$ cat config.mk
export PLATFORM = sky130hd
export DESIGN_NAME = time_entry_register
export DESIGN_NICKNAME = d
export VERILOG_FILES = /design/src/rtl/time_entry_register.sv
export SDC_FILE = /design/constraint.sdc
export NUM_CORES = 1
export LEC_CHECK = 0
export CAP_MARGIN = 10
export CORE_UTILIZATION = 49
export DETAILED_ROUTE_END_ITERATION = 12
export MAX_ROUTING_LAYER = met4
export PLACE_DENSITY = 0.78
export SKIP_CTS_REPAIR_TIMING = 1
export SYNTH_ARGS = -nofsm -noshare
export SYNTH_HDL_FRONTEND = slang
export SYNTH_SLANG_ARGS = --single-unit
export TNS_END_PERCENT = 30
$ cat constraint.sdc
create_clock -name clock -period 1.92 [get_ports clock]
set_clock_uncertainty 0.1 [all_clocks]
set_input_delay 0.576 -clock clock [delete_from_list [all_inputs] [get_ports clock]]
set_output_delay 0.576 -clock clock [all_outputs]
set_load 0.005 [all_outputs]
$ cat src/rtl/time_entry_register.sv
// time_entry_register
//   Receives BCD digits from the keypad encoder and shifts accepted digits
//   right-to-left into a three-digit M:SS entry register.
//
//   Parameters:
//     MIN_LOW      consecutive low cycles of loadn needed to accept a press (1..15)
//   Ports:
//     clock        system clock, rising edge
//     clrn         asynchronous active-low reset
//     clr          synchronous entry clear
//     lock         high while magnetron runs; presses ignored
//     data         BCD digit, valid while loadn is low
//     loadn        active-low digit strobe, held for the whole press
//     sec_ones     entered seconds-ones digit
//     sec_tens     entered seconds-tens digit
//     mins         entered minutes digit
//     count        digits accepted since last clear (0..3)
//     digit_strobe one-cycle pulse after a digit is accepted
//     reject       one-cycle pulse after a press is refused
//     entry_valid  count != 0 and sec_tens <= 5
module time_entry_register #(
  parameter int unsigned MIN_LOW = 2
) (
  input  logic       clock,
  input  logic       clrn,
  input  logic       clr,
  input  logic       lock,
  input  logic [3:0] data,
  input  logic       loadn,
  output logic [3:0] sec_ones,
  output logic [3:0] sec_tens,
  output logic [3:0] mins,
  output logic [1:0] count,
  output logic       digit_strobe,
  output logic       reject,
  output logic       entry_valid
);

  typedef enum logic [1:0] {
    IDLE = 2'd0,
    QUAL = 2'd1,
    HELD = 2'd2
  } state_t;

  localparam logic [4:0] MIN_LOW_W = 5'(MIN_LOW);

  state_t     state, state_nxt;
  logic [3:0] low_cnt, low_cnt_nxt;
  logic       eval;

  always_ff @(posedge clock or negedge clrn) begin
    if (!clrn) begin
      state   <= IDLE;
      low_cnt <= '0;
    end else begin
      state   <= state_nxt;
      low_cnt <= low_cnt_nxt;
    end
  end

  always_comb begin
    state_nxt   = state;
    low_cnt_nxt = low_cnt;
    eval        = 1'b0;
    case (state)
      IDLE: begin
        if (!loadn) begin
          low_cnt_nxt = 4'd1;
          if (MIN_LOW_W == 5'd1) begin
            eval      = 1'b1;
            state_nxt = HELD;
          end else begin
            state_nxt = QUAL;
          end
        end
      end
      QUAL: begin
        if (loadn) begin
          // released before qualification: glitch, nothing evaluated
          state_nxt   = IDLE;
          low_cnt_nxt = '0;
        end else begin
          low_cnt_nxt = low_cnt + 4'd1;
          if (({1'b0, low_cnt} + 5'd1) == MIN_LOW_W) begin
            eval      = 1'b1;
            state_nxt = HELD;
          end
        end
      end
      HELD: begin
        if (loadn) begin
          state_nxt   = IDLE;
          low_cnt_nxt = '0;
        end
      end
      default: begin
        state_nxt   = IDLE;
        low_cnt_nxt = '0;
      end
    endcase
    // Clear aborts the press. A key still held through the clear parks in
    // HELD so it is not re-accepted; it must be released first.
    if (clr) begin
      eval        = 1'b0;
      low_cnt_nxt = '0;
      state_nxt   = loadn ? IDLE : HELD;
    end
  end

  always_ff @(posedge clock or negedge clrn) begin
    if (!clrn) begin
      sec_ones     <= '0;
      sec_tens     <= '0;
      mins         <= '0;
      count        <= '0;
      digit_strobe <= 1'b0;
      reject       <= 1'b0;
    end else begin
      digit_strobe <= 1'b0;
      reject       <= 1'b0;
      if (clr) begin
        sec_ones <= '0;
        sec_tens <= '0;
        mins     <= '0;
        count    <= '0;
      end else if (eval && !lock) begin
        if (data > 4'd9 || count == 2'd3) begin
          reject <= 1'b1;
        end else begin
          mins         <= sec_tens;
          sec_tens     <= sec_ones;
          sec_ones     <= data;
          count        <= count + 2'd1;
          digit_strobe <= 1'b1;
        end
      end
    end
  end

  assign entry_valid = (count != 2'd0) && (sec_tens <= 4'd5);

endmodule

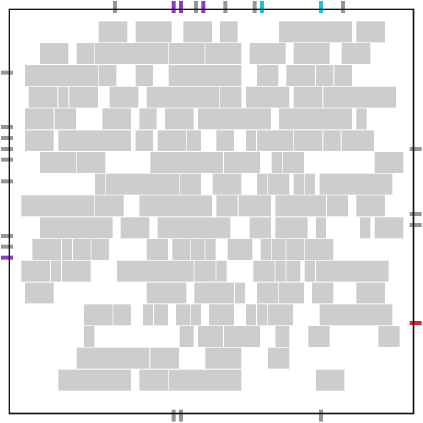
**Above:** pin placement.
Drawn at 8 px/um. Pins as bars across the die edge, other pins in grey.
[cyan] `count` | pins: 2 | direction: output | edge: top
[red] `clrn` | pins: 1 | direction: input | edge: right
[purple] `sec_tens` | pins: 4 | direction: output | edge: 3 top, 1 left
Die Height: 50.34 um
die width: 50.34 um

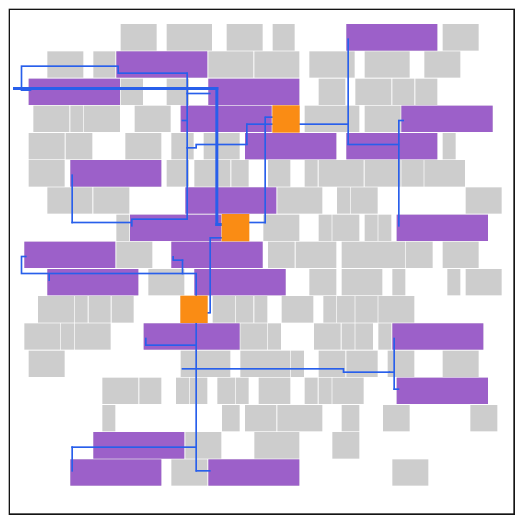
**Above:** routed clock nets over the placement.
Drawn at 10 px/um.
[blue] clock wires | length: 253 um
[orange] clock-net drivers | count: 3
[purple] flip-flops | count: 22
flops lie: widely spread
routed clock nets: 4

==> out/qor.csv <==
stage,metric,value,unit
status,status,"finished, final reports clean",
drt,TritonRoute pass-1 iters,4,
grt,initial antenna violation count,0,
placement,port buffer count,25,
setup_path,worst path bufs/invs,2,
synthesis,cells in synth_stat.txt,107,
finish,non-filler instance count after layout,168,
timing,final setup violation count,0,
job,OpenROAD warnings,29,
clocking,Late-Pin Clk Latency,300,ps
floorplan,Site Rows,17,
synthesis,most frequent cell after synthesis,dfrtp_1,
drt,number of routed nets with antenna violations,0,
synthesis,post-synthesis register bit count,22,
synthesis,syn avg cell area,10.70,um2
setup_path,Worst EP arrival,1190,ps
timing,Slew HR,79.08,%
synthesis,post-synth top area cell,dfrtp_1,
finish,fill count,188,
clocking,CTS tree,done,
finish,layout cell share with drive strength beyond 1,15.71,%
placement,pre-CTS setup slack,-171.8,ps
clocking,H-tree levels,1,
setup_path,Crit Path Class,reg -> out,
setup_path,CP Max Fanout,2,
floorplan,fp util,51.75,%
power_and_ir_drop,leak pwr,0.8697,nW
grt,first-pass GRT wire length,3698,um
synthesis,chip area line of the yosys report,1145,um2
synthesis,post-synthesis sequential area ratio,48.09,%
timing,RSZ-0062 raised after global routing,yes,
setup_path,CP max stage cell,dfrtp_1,
grt,total track usage,20.36,%
power_and_ir_drop,Tot Pwr,811.1,uW
floorplan,chip area,2534,um2
job,max cap viols,0,
setup_path,startpoint type of the worst setup path,register,
placement,Final GP Congestion,0.9617,
setup_path,"CP delay by family, top",flip-flops,
grt,pin count of the biggest net entering global routing,23,
setup_path,Critical Path End Type,output port,
timing,Hold Fails Final Rpt,0,
placement,Placed Instances,164,
finish,Final Net Count,154,
synthesis,Synth cell types,33,
drt,Iter 0 DRT Violations,13,
synthesis,Synth Cell Area,1145,um2
## flip-flops by register name (all words and copies together) (netlist names)
register / flops
digit_strobe: 1
mins: 4
sec_ones: 4
count: 2
state: 2
sec_tens: 4
reject: 1
low_cnt: 4
## kinds of logic (layout without fill, tap and decap cells)
group | Yosys count | count (layout) | synth area share [%]
XOR/XNOR | 2 | 2 | 1.530
flip-flops | 22 | 22 | 48.09
AND/OR/NAND/NOR | 38 | 38 | 20.33
buffers and inverters | 14 | 47 | 5.464
multiplexers | 14 | 14 | 12.35
AND-OR/OR-AND | 13 | 13 | 7.869
adder cells (fa/ha/maj) | 4 | 4 | 4.372
## worst paths after layout
| kind | start | endpoint | slack, ps | cells past startpoint |
|---|---|---|---|---|
| max | count[0] | entry_valid | 50 | 4 |
| max in group asynchronous | clrn | low_cnt[0] | 970 | 2 |
| max reg2reg | low_cnt[0] | mins[1] | 160 | 6 |
| min in group asynchronous | clrn | low_cnt[3] | 510 | 2 |
| min | mins[3] | mins[3] | 460 | 2 |
| min reg2reg | mins[3] | mins[3] | 460 | 2 |
## report_power, final
part           switching (mW)  leakage, nW  internal (mW)  total, mW
logic                  0.0375        0.546         0.0399     0.0773
registers              0.0115        0.303          0.469      0.481
clock network           0.137       0.0210          0.116      0.253
total                   0.186        0.870          0.625      0.811
## worst min-delay path: cells and delay by family (launching register included)
family           cells  cell delay (ps)
DFF                  1              400
muxes                1               60
and+or+nand+nor      1               70
## stage by stage
| stage | TNS (ps) | hold slack [ps] |
|---|---|---|
| floorplan | 0 | 180.4 |
| global placement | -1794 | 435.6 |
| detailed placement | -2330 | 444.1 |
| CTS | -567.7 | 462.5 |
| global route | -15.23 | 489.6 |
| finish | 0 | 456.7 |
## routing by layer
metal | vias to the layer above | global-route usage, % | wire length (um)
met3 | 2 | 3.636 | 93
met5 | - | - | 0
met1 | 410 | 27.15 | 1080
li1 | 430 | - | -
met4 | 0 | 6.944 | 13
met2 | 18 | 31.33 | 1115
## cells in the final DEF, fill, tap and decap left out, drive strengths merged, types with 2 or more instances in the layout
| cell type | n |
|---|---|
| o21ai | 2 |
| dfrtp | 22 |
| buf | 10 |
| a211oi | 2 |
| ha | 4 |
| nand2 | 3 |
| nor2b | 2 |
| inv | 9 |
| dlymetal6s2s | 6 |
| a21oi | 3 |
| clkdlybuf4s50 | 18 |
| nand2b | 13 |
| nand3 | 2 |
| clkbuf | 4 |
| nor2 | 11 |
| mux2i | 13 |
## final cells by class
| class | count | area, um2 | area share (%) |
|---|---|---|---|
| clock buffers | 4 | 36.28 | 2.375 |
| repair buffers | 34 | 331.6 | 21.70 |
| inverters | 9 | 33.78 | 2.211 |
| flip-flops and latches | 22 | 551.8 | 36.12 |
| multi-input cells | 71 | 539.3 | 35.30 |
| well taps | 28 | 35.03 | 2.293 |
No activity file was given, so power comes from the tool's default toggle rates.
